Run 1, M1 wires:
The bar under the picture is 50 um long. Supply wires on this layer in grey.
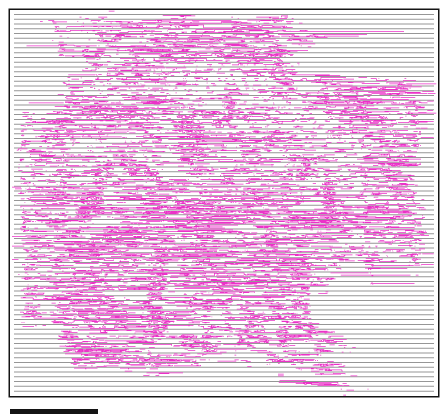
Run 1, a small window of the routed layout:
The bar under the picture is 10 um long. Region (163, 35) to (203, 75) um. Cells in grey, sequential cells in the stronger grey; small squares are vias.
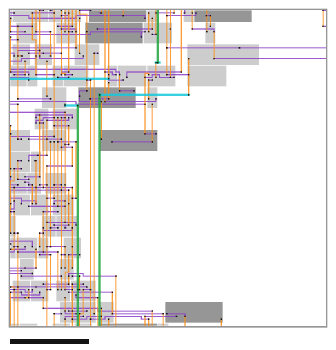
Run 1, met3 routing:
The bar under the picture is 50 um long.
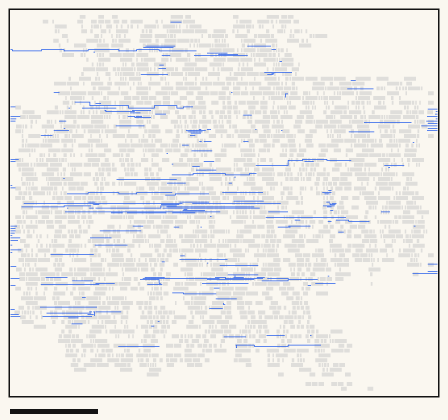
**config.mk**
```make
export PLATFORM = sky130hd
export DESIGN_NAME = bicubic_filter_flat
export DESIGN_NICKNAME = d
export VERILOG_FILES = /design/src/rtl/bicubic_filter_if.sv /design/src/rtl/bicubic_filter.sv /design/src/flat_wrapper.sv
export SDC_FILE = /design/constraint.sdc
export NUM_CORES = 1
export LEC_CHECK = 0
export CORE_ASPECT_RATIO = 0.9
export CORE_MARGIN = 2
export CORE_UTILIZATION = 45
export DETAILED_ROUTE_END_ITERATION = 10
export PLACE_DENSITY = 0.64
export SETUP_SLACK_MARGIN = 0.15
export SLEW_MARGIN = 20
export SYNTH_ARGS = -nofsm -noshare
export SYNTH_HDL_FRONTEND = slang
export SYNTH_SLANG_ARGS = --single-unit
```
**constraint.sdc**
```tcl
create_clock -name clk -period 8.37 [get_ports clk]
set_input_delay 1.2555 -clock clk [delete_from_list [all_inputs] [get_ports clk]]
set_output_delay 1.2555 -clock clk [all_outputs]
set_load 0.01 [all_outputs]
```
**src/rtl/bicubic_filter_if.sv**
```systemverilog
`default_nettype none
// ============================================================================
// bicubic_filter_if: window-in / pixel-out handshake bundle for bicubic_filter.
// Revision: 1.0
// ============================================================================
interface bicubic_filter_if;
    logic [14:0] in_0;
    logic [14:0] in_1;
    logic [14:0] in_2;
    logic [14:0] in_3;
    logic        in_valid;
    logic        in_ready;
    logic [14:0] out_pix;
    logic        out_valid;
`ifdef BICUBIC_PHASE_OUT_EN
    logic [1:0]  out_phase;

    modport master (
        output in_0, in_1, in_2, in_3, in_valid,
        input  in_ready, out_pix, out_valid, out_phase
    );
    modport slave (
        input  in_0, in_1, in_2, in_3, in_valid,
        output in_ready, out_pix, out_valid, out_phase
    );
`else
    modport master (
        output in_0, in_1, in_2, in_3, in_valid,
        input  in_ready, out_pix, out_valid
    );
    modport slave (
        input  in_0, in_1, in_2, in_3, in_valid,
        output in_ready, out_pix, out_valid
    );
`endif
endinterface
`default_nettype wire

```
**src/rtl/bicubic_filter.sv**
```systemverilog
`default_nettype none
// ============================================================================
// bicubic_filter: 4x Catmull-Rom upscaler, one 4-tap window in, four phases out.
// Optional out_phase port under BICUBIC_PHASE_OUT_EN.  Revision: 1.0
// ============================================================================
module bicubic_filter (
    input wire              clk,
    input wire              rst,
    bicubic_filter_if.slave bus
);
    localparam int PIX_W  = 15;
    localparam int ACC_W  = 25;
    localparam int COEF_W = 9;
    localparam logic signed [ACC_W-1:0] ROUND   = ACC_W'(64);
    localparam logic signed [ACC_W-1:0] PIX_MAX = ACC_W'(32767);

    typedef enum logic [0:0] {
        ST_IDLE  = 1'b0,
        ST_ISSUE = 1'b1
    } state_t;

    state_t                  state_q, state_d;
    logic [1:0]              phase_q, phase_d;
    logic [PIX_W-1:0]        hold_q [4];
    logic [PIX_W-1:0]        hold_d [4];
    logic signed [ACC_W-1:0] prod_q [4];
    logic signed [ACC_W-1:0] prod_d [4];
    logic                    s1_valid_q, s1_valid_d;
    logic [PIX_W-1:0]        out_pix_q, out_pix_d;
    logic                    out_valid_q, out_valid_d;
`ifdef BICUBIC_PHASE_OUT_EN
    logic [1:0]              s1_phase_q, s1_phase_d;
    logic [1:0]              out_phase_q, out_phase_d;
`endif

    logic                    ready;
    logic                    accept;
    logic [PIX_W-1:0]        win [4];
    logic signed [ACC_W-1:0] tap_ext  [4];
    logic signed [ACC_W-1:0] coef_ext [4];
    logic signed [ACC_W-1:0] sum;
    logic signed [ACC_W-1:0] shifted;

    // Catmull-Rom weights scaled by 128, indexed by {phase, tap}.
    function automatic logic signed [COEF_W-1:0] coef_lut(input logic [1:0] ph,
                                                          input logic [1:0] tap);
        logic signed [COEF_W-1:0] c;
        case ({ph, tap})
            4'h1:    c = 9'sd128;
            4'h4:    c = -9'sd9;
            4'h5:    c = 9'sd111;
            4'h6:    c = 9'sd29;
            4'h7:    c = -9'sd3;
            4'h8:    c = -9'sd8;
            4'h9:    c = 9'sd72;
            4'hA:    c = 9'sd72;
            4'hB:    c = -9'sd8;
            4'hC:    c = -9'sd3;
            4'hD:    c = 9'sd29;
            4'hE:    c = 9'sd111;
            4'hF:    c = -9'sd9;
            default: c = '0;
        endcase
        return c;
    endfunction

    // A new window may land on the phase-3 issue edge, keeping output gap-free.
    assign ready        = (state_q == ST_IDLE) || (phase_q == 2'd3);
    assign accept       = bus.in_valid && ready;
    assign bus.in_ready = ready;

    always_comb begin
        win[0] = bus.in_0;
        win[1] = bus.in_1;
        win[2] = bus.in_2;
        win[3] = bus.in_3;

        state_d = state_q;
        phase_d = phase_q;
        for (int i = 0; i < 4; i++) begin
            hold_d[i] = accept ? win[i] : hold_q[i];
        end

        case (state_q)
            ST_IDLE: begin
                if (accept) begin
                    state_d = ST_ISSUE;
                    phase_d = 2'd0;
                end
            end
            ST_ISSUE: begin
                if (phase_q == 2'd3) begin
                    phase_d = 2'd0;
                    if (!accept) begin
                        state_d = ST_IDLE;
                    end
                end else begin
                    phase_d = phase_q + 2'd1;
                end
            end
            default: begin
                state_d = ST_IDLE;
                phase_d = 2'd0;
            end
        endcase
    end

    // Stage 1: four signed products for the phase being issued.
    always_comb begin
        s1_valid_d = (state_q == ST_ISSUE);
`ifdef BICUBIC_PHASE_OUT_EN
        s1_phase_d = (state_q == ST_ISSUE) ? phase_q : s1_phase_q;
`endif
        for (int i = 0; i < 4; i++) begin
            tap_ext[i]  = {{(ACC_W-PIX_W){1'b0}}, hold_q[i]};
            coef_ext[i] = coef_lut(phase_q, 2'(i));
            prod_d[i]   = (state_q == ST_ISSUE) ? (tap_ext[i] * coef_ext[i]) : prod_q[i];
        end
    end

    // Stage 2: round, scale back by 128 and clamp into the unsigned pixel range.
    always_comb begin
        sum         = prod_q[0] + prod_q[1] + prod_q[2] + prod_q[3];
        shifted     = (sum + ROUND) >>> 7;
        out_valid_d = s1_valid_q;
        out_pix_d   = out_pix_q;
        if (s1_valid_q) begin
            if (shifted[ACC_W-1]) begin
                out_pix_d = '0;
            end else if (shifted > PIX_MAX) begin
                out_pix_d = {PIX_W{1'b1}};
            end else begin
                out_pix_d = shifted[PIX_W-1:0];
            end
        end
`ifdef BICUBIC_PHASE_OUT_EN
        out_phase_d = s1_valid_q ? s1_phase_q : out_phase_q;
`endif
    end

    always_ff @(posedge clk) begin
        if (rst) begin
            state_q     <= ST_IDLE;
            phase_q     <= 2'd0;
            s1_valid_q  <= 1'b0;
            out_pix_q   <= '0;
            out_valid_q <= 1'b0;
            for (int i = 0; i < 4; i++) begin
                hold_q[i] <= '0;
                prod_q[i] <= '0;
            end
`ifdef BICUBIC_PHASE_OUT_EN
            s1_phase_q  <= 2'd0;
            out_phase_q <= 2'd0;
`endif
        end else begin
            state_q     <= state_d;
            phase_q     <= phase_d;
            s1_valid_q  <= s1_valid_d;
            out_pix_q   <= out_pix_d;
            out_valid_q <= out_valid_d;
            for (int i = 0; i < 4; i++) begin
                hold_q[i] <= hold_d[i];
                prod_q[i] <= prod_d[i];
            end
`ifdef BICUBIC_PHASE_OUT_EN
            s1_phase_q  <= s1_phase_d;
            out_phase_q <= out_phase_d;
`endif
        end
    end

    assign bus.out_pix   = out_pix_q;
    assign bus.out_valid = out_valid_q;
`ifdef BICUBIC_PHASE_OUT_EN
    assign bus.out_phase = out_phase_q;
`endif

endmodule
`default_nettype wire

```
**src/flat_wrapper.sv**
```systemverilog
// flat-port wrapper written by rule: the top's interface ports become plain ports
module bicubic_filter_flat 
  (clk, rst, bus_in_0, bus_in_1, bus_in_2, bus_in_3, bus_in_valid, bus_in_ready, bus_out_pix, bus_out_valid);
  bicubic_filter_if bus_i ();
  input wire clk;
  input wire rst;
  input wire logic [$bits(bus_i.in_0)-1:0] bus_in_0;
  input wire logic [$bits(bus_i.in_1)-1:0] bus_in_1;
  input wire logic [$bits(bus_i.in_2)-1:0] bus_in_2;
  input wire logic [$bits(bus_i.in_3)-1:0] bus_in_3;
  input wire logic [$bits(bus_i.in_valid)-1:0] bus_in_valid;
  output wire logic [$bits(bus_i.in_ready)-1:0] bus_in_ready;
  output wire logic [$bits(bus_i.out_pix)-1:0] bus_out_pix;
  output wire logic [$bits(bus_i.out_valid)-1:0] bus_out_valid;
  assign bus_i.in_0 = bus_in_0;
  assign bus_i.in_1 = bus_in_1;
  assign bus_i.in_2 = bus_in_2;
  assign bus_i.in_3 = bus_in_3;
  assign bus_i.in_valid = bus_in_valid;
  assign bus_in_ready = bus_i.in_ready;
  assign bus_out_pix = bus_i.out_pix;
  assign bus_out_valid = bus_i.out_valid;
  bicubic_filter u_core (.clk(clk), .rst(rst), .bus(bus_i));
endmodule
```
==> job_summary.md, run 1 <==
### Yosys + OpenROAD results

| Metric | Value |
|---|---|
| Clock buf count | `19` |
| Cell family with the largest share of critical-path delay | `adder cells` |
| Worst hold path class | `flop to flop` |
| Most frequent logic cells in the routed design | `inv_1, fa_1, nand2_1, ha_1, dfxtp_1` |
| Multi-input gates | `1,843` |
| IO Count | `~80` |
| Layout cell share with drive strength beyond 1 | `roughly 3.9%` |
| M1 WL | `approximately 25 mm` |
| Clk pwr | `roughly 0.83 mW` |
| Area Growth Syn to Fin | `8.622%` |
| Worst path buffer plus inverter count | `7` |
| R2R cell count | `25` |
| Min-delay src | `u_core.bus.out_pix[2]$_SDFFE_PP0P_` |
| Setup repair after global routing missed its margin | `false` |
| Maximum vdd ir drop | `180.2 uV` |
| Total power | `about 2.6 mW` |
| Clock Sinks | `approximately 180` |
| Mapped Area | `about 0.023 mm2` |
| Synth Area per Inst | `9.048 um2` |
| Met3 layer usage reported by global route | `3.808%` |
| Status | `finished clean` |
| Vias in the first global route | `~18,000` |
| Slew HR | `between 30% and 40%` |
| Die Span Y | `roughly 220 um` |
| Final instance count without filler cells | `approximately 3,300` |
| Setup CP Type | `flop to flop` |
| Comb area leader | `adder cells` |
| Seq power | `0.949 mW` |
| GR Layer Usage met2 | `36.96%` |
| Reg clk slew, reported paths | `0.08 ns` |
| Fp_density | `between 40% and 50%` |
| Yosys simple share | `about 15%` |
| Comb power frac | `31.9%` |
| Syn_nets | `between 3,000 and 4,000` |
| Most numerous logic cell after layout | `inv_1` |
| Pwr top | `sequential cells` |
| Max FFs per register | `between 90 and 100` |
| First-pass GRT wire length | `93.23 mm` |
| Number of non-clock buffers | `a little over 90` |
| Worst-case hold path end point | `u_core.bus.out_pix[2]$_SDFFE_PP0P_` |
| Global route hottest layer | `met2` |
| Highest clock rate | `around 140 MHz` |
| Startpoint class of the critical path | `flop` |
Notes on 'M1 wires' above:
main direction = horizontal
longest straight run = 68.5 um
share of all routed wire = 45%
wire length on this layer = 25.4 mm
nets with wire on the layer = 3,114
WL final: 56.51 mm
M1 GR Usage: 29.14%
vias post-DR: 17,283

Notes on 'a small window of the routed layout' above:
M2 -> orange
M1 -> purple
M4 -> green
M3 -> cyan
most frequent = nor2_1 (8), dfxtp_1 (6), a31oi_1 (5)
sequential cells in the window = 6
netlist names of flops here include = `u_core.prod_q` (5), `u_core.bus.out_pix` (1)
cells with their middle in the window = 53

Notes on 'met3 routing' above:
share of all routed wire = 4.3%
wire length on this layer = 2,410 um
longest straight run = 90.2 um
main direction = horizontal
nets with wire on the layer = 148

Run 1, gate-type map:
The bar under the picture is 50 um long.
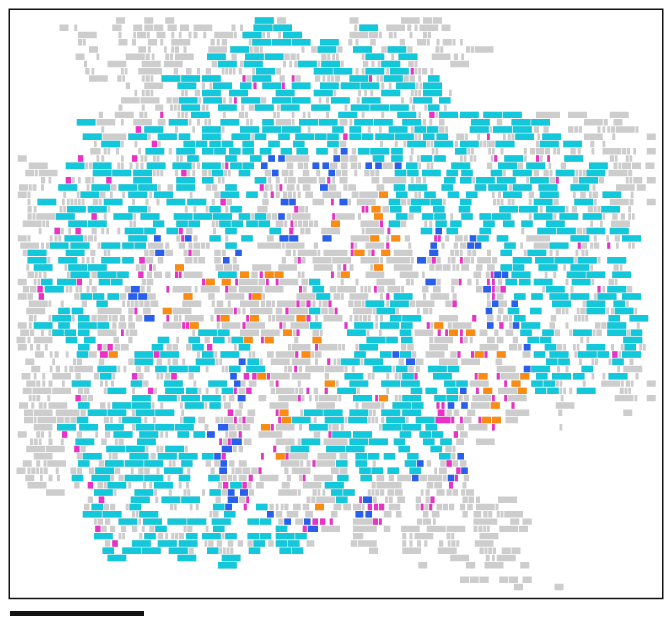

--- run 2 (diff from run 1) ---
==> constraint.sdc (replaced) <==
create_clock -name clk -period 6.6 [get_ports clk]
set_input_delay 0.99 -clock clk [delete_from_list [all_inputs] [get_ports clk]]
set_output_delay 0.99 -clock clk [all_outputs]
set_load 0.01 [all_outputs]
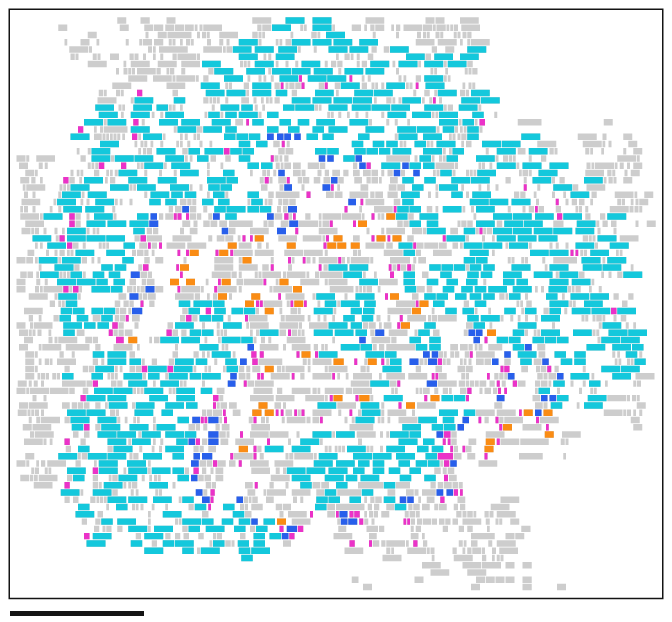
Run 2: gate-type map
The bar under the picture is 50 um long.
non-inverting ao/oa cells -> blue  # cells 79
mux cells -> orange  # cells 50, where middle
nor cells -> magenta  # cells 199
fa/ha/maj cells -> cyan  # cells 640, where widely spread
most numerous logic cell after layout: inv_1
logic share of the area: 69.34%

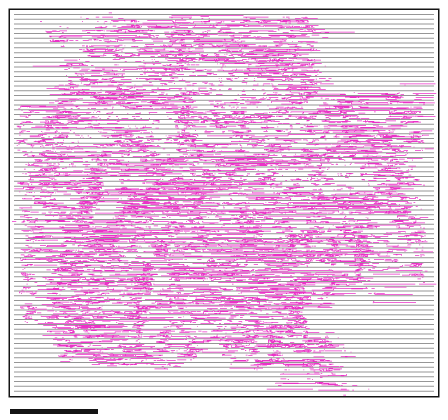
Run 2: M1 wires
The bar under the picture is 50 um long. Supply wires on this layer in grey.
wire length on this layer = 26.1 mm
nets with wire on the layer = 3,138
longest straight run = 60.3 um
vias post-DR: 17,227
WL final: 57.33 mm
M1 GR Usage: 30.40%

==> job_summary.md, run 2 <==
### Yosys + OpenROAD results

| Metric | Value |
|---|---|
| Status | `finished clean` |
| Pwr top | `sequential cells` |
| Highest clock rate | `~160 MHz` |
| Number of non-clock buffers | `100` |
| Vias in the first global route | `around 18,000` |
| M1 WL | `between 20 and 30 mm` |
| Layout cell share with drive strength beyond 1 | `approximately 4.2%` |
| Total power | `roughly 3.4 mW` |
| Reg clk slew, reported paths | `around 0.070 ns` |
| Comb area leader | `adder cells` |
| Synth Area per Inst | `9.048 um2` |
| Seq power | `~1.2 mW` |
| Worst path buffer plus inverter count | `6` |
| Comb power frac | `between 30% and 40%` |
| Setup repair after global routing missed its margin | `true` |
| First-pass GRT wire length | `approximately 94 mm` |
| Maximum vdd ir drop | `roughly 220 uV` |
| Multi-input gates | `about 1,800` |
| R2R cell count | `23` |
| Mapped Area | `around 0.023 mm2` |
| Slew HR | `29.92%` |
| GR Layer Usage met2 | `between 30% and 40%` |
| Syn_nets | `between 3,000 and 4,000` |
| Worst hold path class | `flop to flop` |
| Clk pwr | `1.16 mW` |
| Max FFs per register | `97` |
| Worst-case hold path end point | `u_core.bus.out_pix[2]$_SDFFE_PP0P_` |
| Setup CP Type | `flop to flop` |
| Clock Sinks | `around 180` |
| Area Growth Syn to Fin | `9.313%` |
| Fp_density | `between 40% and 50%` |
| Final instance count without filler cells | `3,314` |
| Min-delay src | `u_core.bus.out_pix[2]$_SDFFE_PP0P_` |
| Cell family with the largest share of critical-path delay | `adder cells` |
| Clock buf count | `19` |
| Global route hottest layer | `met2` |
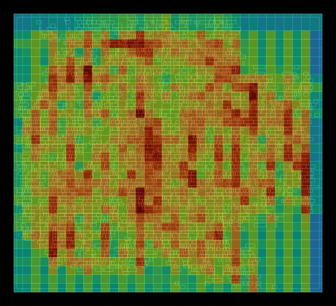
Run 2: routing congestion map
WL/cell: 17.30 um
met3 layer usage reported by global route: 3.748%
GRT Total Usage: 22.34%

Run 2, met3 routing:
The bar under the picture is 50 um long.
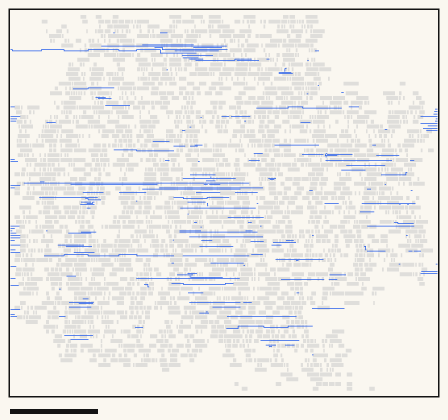

--- run 3 (diff from run 2) ---
--- a/config.mk
+++ b/config.mk
@@ -7,10 +7,11 @@
 export LEC_CHECK = 0
 export CORE_ASPECT_RATIO = 0.9
 export CORE_MARGIN = 2
-export CORE_UTILIZATION = 45
+export CORE_UTILIZATION = 39
 export DETAILED_ROUTE_END_ITERATION = 10
-export PLACE_DENSITY = 0.64
+export PLACE_DENSITY = 0.57
 export SETUP_SLACK_MARGIN = 0.15
+export SKIP_CTS_REPAIR_TIMING = 1
 export SLEW_MARGIN = 20
 export SYNTH_ARGS = -nofsm -noshare
 export SYNTH_HDL_FRONTEND = slang
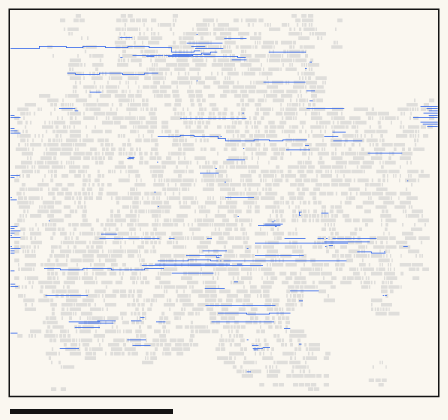
Run 3: met3 routing
The bar under the picture is 100 um long.
wire length on this layer = 1,860 um
share of all routed wire = 3.2%
longest straight run = 75.0 um
nets with wire on the layer = 104
main direction = horizontal
vias post-DR: 17,101
met3 layer usage reported by global route: 3.116%
WL final: 58.67 mm

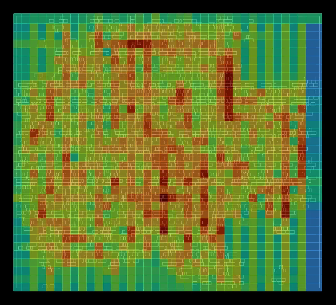
Run 3: routing congestion map
M1 GR Usage: 27.39%
GRT Total Usage: 19.80%
GR Layer Usage met2: 32.43%
global route hottest layer: met2
WL/cell: 17.21 um

==> job_summary.md, run 3 <==
### Yosys + OpenROAD results

| Metric | Value |
|---|---|
| Worst R2R Setup Slack | `between 0.4 and 0.5 ns` |
| Most numerous logic cell after layout | `inv_1` |
| Initial antenna violation count | `0` |
| Synth area leader | `fa_1` |
| Pins over their slew limit | `0` |
| Worst setup endpoint | `u_core.prod_q[0][24]$_SDFFE_PP0P_` |
| Yosys simple share | `between 10% and 20%` |
| Post-synth top flop | `dfxtp_1` |
| EDFF count, synth | `0` |
| Comb power frac | `32.4%` |
| Cell Rows | `85` |
| IO Count | `80` |
| Fp_density | `between 30% and 40%` |
| Setup repair after global routing missed its margin | `true` |
| Post-route minimum period | `around 6 ns` |
| CTS tree | `built` |
| Routed wl met3 | `1.856 mm` |
| Synth cell types | `about 76` |
| Multi-input gates | `~1,800` |
| Met2 WL | `between 20 and 30 mm` |
| Placed cell area | `0.02497 mm2` |
| Worst-case hold path end point | `u_core.bus.out_pix[1]$_SDFFE_PP0P_` |
| Vias per inst | `5.016` |
| Leading cell category by total area | `logic gates` |
| Adder Area Share | `a little under half` |
| Diodes inserted | `0` |
| Worst-path fanout max | `16` |
| Layout cell share with drive strength beyond 1 | `around 4.4%` |
| Invs w/o clock | `474` |
| Tap cell count | `roughly 780` |
| Clock buf count | `19` |
| Clk cell area share | `approximately 2.2%` |
| Vias in the first global route | `about 18,000` |
| Cell family with the largest share of critical-path delay | `adder cells` |
| Switching Share | `a little over a third` |
| Maximum vdd ir drop | `between 200 and 250 uV` |
| Syn_nets | `between 3,000 and 4,000` |
| Finished Core Util | `between 40% and 50%` |
| Signal buffers share of area | `~3.9%` |
| Seq area share | `13.86%` |
| Synthesis warning total | `0` |
| Required @ worst endpoint | `between 6 and 7 ns` |
| Clk pwr | `between 1 and 1.5 mW` |
| Clock Sinks | `between 150 and 200` |
| R2R cell count | `20` |
| Seq power | `~1.2 mW` |
| Syn Inst Count | `roughly 2,600` |
| Critical Path Stages | `20` |
| Logic share of the area | `slightly below 70%` |
| Final instance count without filler cells | `~3,400` |
| Min-delay src | `u_core.bus.out_pix[1]$_SDFFE_PP0P_` |
| Asr flop ratio synth | `0%` |
| RD Place Congestion | `between 0.8 and 0.9` |
| Slew HR | `29.26%` |
| Final hold slack | `roughly 0.46 ns` |
| Highest clock rate | `~160 MHz` |
| Mapped Area | `~0.023 mm2` |
| Final worst slack | `0.4490 ns` |
| Area Growth Syn to Fin | `9.592%` |
| Worst hold path class | `flop to flop` |
| R2R Path Start | `u_core.phase_q[0]$_SDFFE_PP0P_` |
| Final setup viols | `0` |
| Most frequent logic cells in the routed design | `inv_1, fa_1, nand2_1, ha_1, dfxtp_1` |
| Worst path buffer plus inverter count | `3` |
| Combinational Area | `approximately 0.018 mm2` |
| Reg clk slew, reported paths | `~0.07 ns` |
| Most common cell on crit path | `fa_1` |
| Inst Count DP | `3,375` |
| Total CTS buffers | `17` |
| Remaining DRCs | `0` |
| First-pass GRT wire length | `95.66 mm` |
| Combinational Power | `1.07 mW` |
| Clock H-tree levels | `4` |
| Max FFs per register | `just under 100` |
| Synth Area per Inst | `slightly above 9 um2` |
| Slowest stage delay, CP | `around 0.55 ns` |
| Worst path slowest cell | `fa_1` |
| Die Span Y | `between 200 and 250 um` |
| Number of non-clock buffers | `about 100` |
| Period utilisation layout | `93.20%` |
| Setup CP Type | `flop to flop` |
| Pwr top | `sequential cells` |
| CP Capture Type | `flop` |
| Startpoint class of the critical path | `flop` |
| Post-synthesis chip area from yosys | `~0.023 mm2` |
| Comb area leader | `adder cells` |
| M1 WL | `between 20 and 30 mm` |
| Largest net degree at the start of global routing | `between 80 and 90` |
| Status | `finished clean` |
| Total power | `approximately 3.3 mW` |
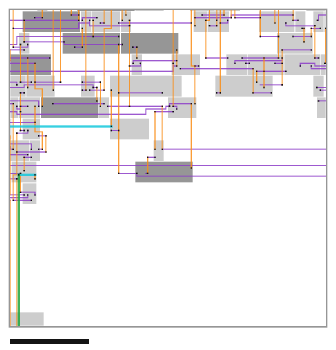
Run 3: a small window of the routed layout
The bar under the picture is 10 um long. Region (176, 39) to (216, 79) um. Cells in grey, sequential cells in the stronger grey; small squares are vias.
M1 -> purple
M2 -> orange
M4 -> green
M3 -> cyan
most frequent = nor2_1 (7), dfxtp_1 (6)
cells with their middle in the window = 37
netlist names of flops here include = `u_core.prod_q` (6)
sequential cells in the window = 6

No activity file was given, so power comes from the tool's default toggle rates.
